==> config.mk <==
export PLATFORM = sky130hd
export DESIGN_NAME = march_fail_logger
export DESIGN_NICKNAME = d
export VERILOG_FILES = /design/src/rtl/march_pkg.sv /design/src/rtl/march_log_fifo.sv /design/src/rtl/march_fail_logger.sv
export SDC_FILE = /design/constraint.sdc
export NUM_CORES = 1
export LEC_CHECK = 0
export ABC_AREA = 1
export CORE_MARGIN = 5
export CORE_UTILIZATION = 45
export CTS_CLUSTER_DIAMETER = 50
export DETAILED_ROUTE_END_ITERATION = 6
export PLACE_DENSITY_LB_ADDON = 0.05
export SLEW_MARGIN = 0
export SYNTH_ARGS = -nofsm -noshare
export SYNTH_HDL_FRONTEND = slang
export SYNTH_HIERARCHICAL = 1
export SYNTH_SLANG_ARGS = --single-unit
==> constraint.sdc <==
create_clock -name clk -period 3.6 [get_ports clk]
set_input_delay 0.72 -clock clk [delete_from_list [all_inputs] [get_ports clk]]
set_output_delay 0.72 -clock clk [all_outputs]
set_load 0.02 [all_outputs]
Figure 1. The metal 4 layer.
Scale: 1.5 px per µm. Supply wires on this layer in grey. Cells faint in the background.
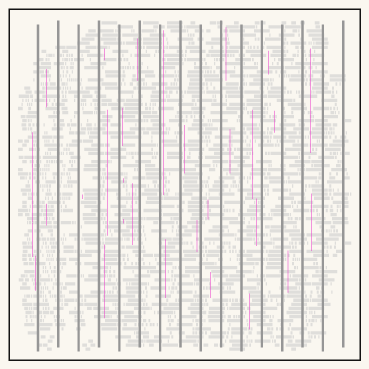
nets with wire on the layer: 12
wire length on this layer: 962 µm
main direction: vertical
share of all routed wire: 1.7%
overall routed net length: 56000 µm
overall via count from detail_route: 14900

Figure 2. Zoomed window.
Window x 150 to 200, y 150 to 200 µm. Cells in grey, sequential cells in the stronger grey; small squares are vias.
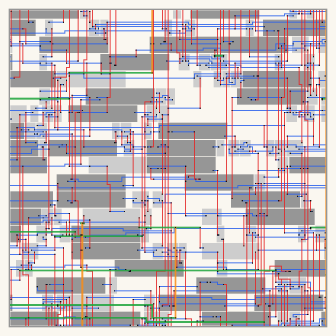
| layer | colour |
|---|---|
| met3 | green |
| met1 | blue |
| met4 | orange |
| met2 | red |
most frequent: edfxtp_1 (35), a21oi_1 (17)
sequential cells in the window: 35
cells with their middle in the window: 121

==> results.md <==
| Result | This run | Unit |
|---|---|---|
| Buffer share of cell area | 7.75 | % |
| Clock group share of total power | 46.8 | % |
| Count of unresolved DRC violations after routing | 0 | - |
| Count of filler cells inserted in the layout | 4231 | - |
| Number of instances in the synthesized netlist | 2042 | - |
| Relative area change from synthesis to final layout | 19.7 | % |
| Share of the yosys chip area belonging to registers | 67.7 | % |
| Routed length on met3 | 3100 | µm |
| Setup Total Neg Slack | 0 | ns |
| Area fraction of the dominant cell type after synthesis | 62.3 | % |
| Detailed-placement wirelength estimate | 28900 | µm |
| Fraction of standard cell area that is sequential | 56.6 | % |
| Die X | 233 | µm |
| Flop Count | 524 | - |
| Post-Synthesis Net Count | 2088 | - |
| Outcome | finished, final reports clean | - |
| Post-Synth AOI/OAI Area | 12.2 | % |
| Fmax achieved | 287 | MHz |
| Power drawn by the sequential cells | 6.62 | mW |
| Prevailing post-synth register cell | sky130_fd_sc_hd__edfxtp_1 | - |
| Met2 Routed Length | 26400 | µm |
| Register area | 15100 | µm² |
| Routability congestion estimate from global placement | 0.823 | - |
| Nature of the critical path startpoint | flip-flop | - |
| Clock buffer count | 79 | - |
| Synth mux share | 0 | % |
| XORs/XNORs by Area | 0.470 | % |
| Worst EP arrival | 2.77 | ns |
| Clock network power | 6.03 | mW |
| Average footprint of a synthesized cell | 11.0 | µm² |
| Placed cells | 2750 | - |
| Proportion of total power due to net switching | 19.8 | % |
| Placeable core area | 49100 | µm² |
| Proportion of cell area occupied by multi-input gates | 21.3 | % |
| Number of standard cells in the layout, taps in and fillers out | 2875 | - |
| Area fraction in full adders, half adders and majority gates | 0.559 | % |
| PnR Total Power | 12.9 | mW |
| Number of cells on the worst reg-to-reg path | 9 | - |
| FP Rows | 81 | - |
| Antenna diodes | 2 | - |
| Main power-consuming group | sequential cells | - |
| Top cell type by instance count after synthesis | sky130_fd_sc_hd__edfxtp_1 | - |
| Number of antenna violations at the first check in global routing | 5 | - |
| Dominant non-sequential cell family after synthesis | AND-OR/OR-AND gates | - |
| Top layer used by detailed routing | met5 | - |
| Max-slew violation count | 0 | - |
| Number of max-cap violations | 0 | - |
| Multi-In Gates | 1123 | - |
| Number of top-level pins | 111 | - |
| Global routing usage on met3 | 3.65 | % |
| Global routing's busiest layer | met2 | - |
| Worst VDD drop | 0.368 | mV |
| Cell type with the largest total area after synthesis | sky130_fd_sc_hd__edfxtp_1 | - |
| Proportion of register bits with asynchronous set or reset after synthesis | 0 | % |
| Most area-consuming cells after synthesis | sky130_fd_sc_hd__edfxtp_1 (62%), sky130_fd_sc_hd__dfxtp_1 (5.4%), sky130_fd_sc_hd__nand2_1 (5.3%) | - |
| Final-layout clock-cell area share | 7.31 | % |
| Inverter tally of the final layout excluding the clock network | 285 | - |
| Tightest slew margin relative to the limit | 49.3 | % |
| Share of total power in combinational logic | 1.7 | % |
| Pwr per Cell Area | 481 | nW/µm² |
| Worst slack on hold paths | 0.494 | ns |
| Final cycle utilization of the critical path | 96.9 | % |
| Least-Margin Pin Slew | 0.758 | ns |
| Post-placement setup slack | 0.477 | ns |
| Worst clock skew on the final layout | 0.0111 | ns |
| Clock slew seen by the registers of the worst setup and hold paths | 0.06 | ns |
| P_comb | 0.220 | mW |
| Max FFs per register | 464 | - |
| Buffers excl. clock | 167 | - |
| OpenROAD warnings | 33 | - |
| Longest Clk Path Bufs | 3 | - |
| Cell count of the worst hold path | 2 | - |
| Clock sink total | 524 | - |
| Via-per-instance ratio | 5.18 | - |
| Residual antenna-violating net count after detailed routing | 0 | - |
| Detailed-routing iteration count for the pre-antenna-repair pass | 7 | - |
| Mean routed wirelength per cell | 19.5 | µm |
| DR iter-0 viols | 935 | - |
| Final Net Count | 2206 | - |
| Area fraction in and, or, nand and nor cells | 11.6 | % |
| Number of unique standard cell types used by synthesis | 43 | - |
| Final standard cell area without fillers | 26800 | µm² |
| Total of endpoints with negative setup slack in the final report | 0 | - |
| LEAKAGE | 9.67 | nW |
| Largest net degree at the start of global routing | 88 | - |
| Hold crit path type | reg2reg | - |
| Biggest Area Class | flip-flops and latches | - |
| EDFF count, synth | 464 | - |
| Number of well taps | 664 | - |
| Yosys chip area | 22400 | µm² |
| Final WS setup | 0.112 | ns |
-- worst max-delay path: stages, from the launching register on --
cell                              delay (ns)
sky130_fd_sc_hd__dfxtp_4                0.37
sky130_fd_sc_hd__buf_12                 0.15
sky130_fd_sc_hd__buf_12                 0.17
sky130_fd_sc_hd__buf_12                 0.17
sky130_fd_sc_hd__a21oi_1                0.13
sky130_fd_sc_hd__o21ai_0                0.10
sky130_fd_sc_hd__nand3_1                0.08
sky130_fd_sc_hd__a21oi_1                0.07
sky130_fd_sc_hd__nor2_1                 0.25
sky130_fd_sc_hd__clkdlybuf4s50_1        0.66
-- timing repair --
action                                  in CTS  in global routing
endpoints found under the setup margin      28                 22
setup buffers                                3                  8
gates cloned                                 0                  2
endpoints found under the hold margin        0                  0
gates resized                                3                 18
Power is estimated from default activity; no workload was simulated.
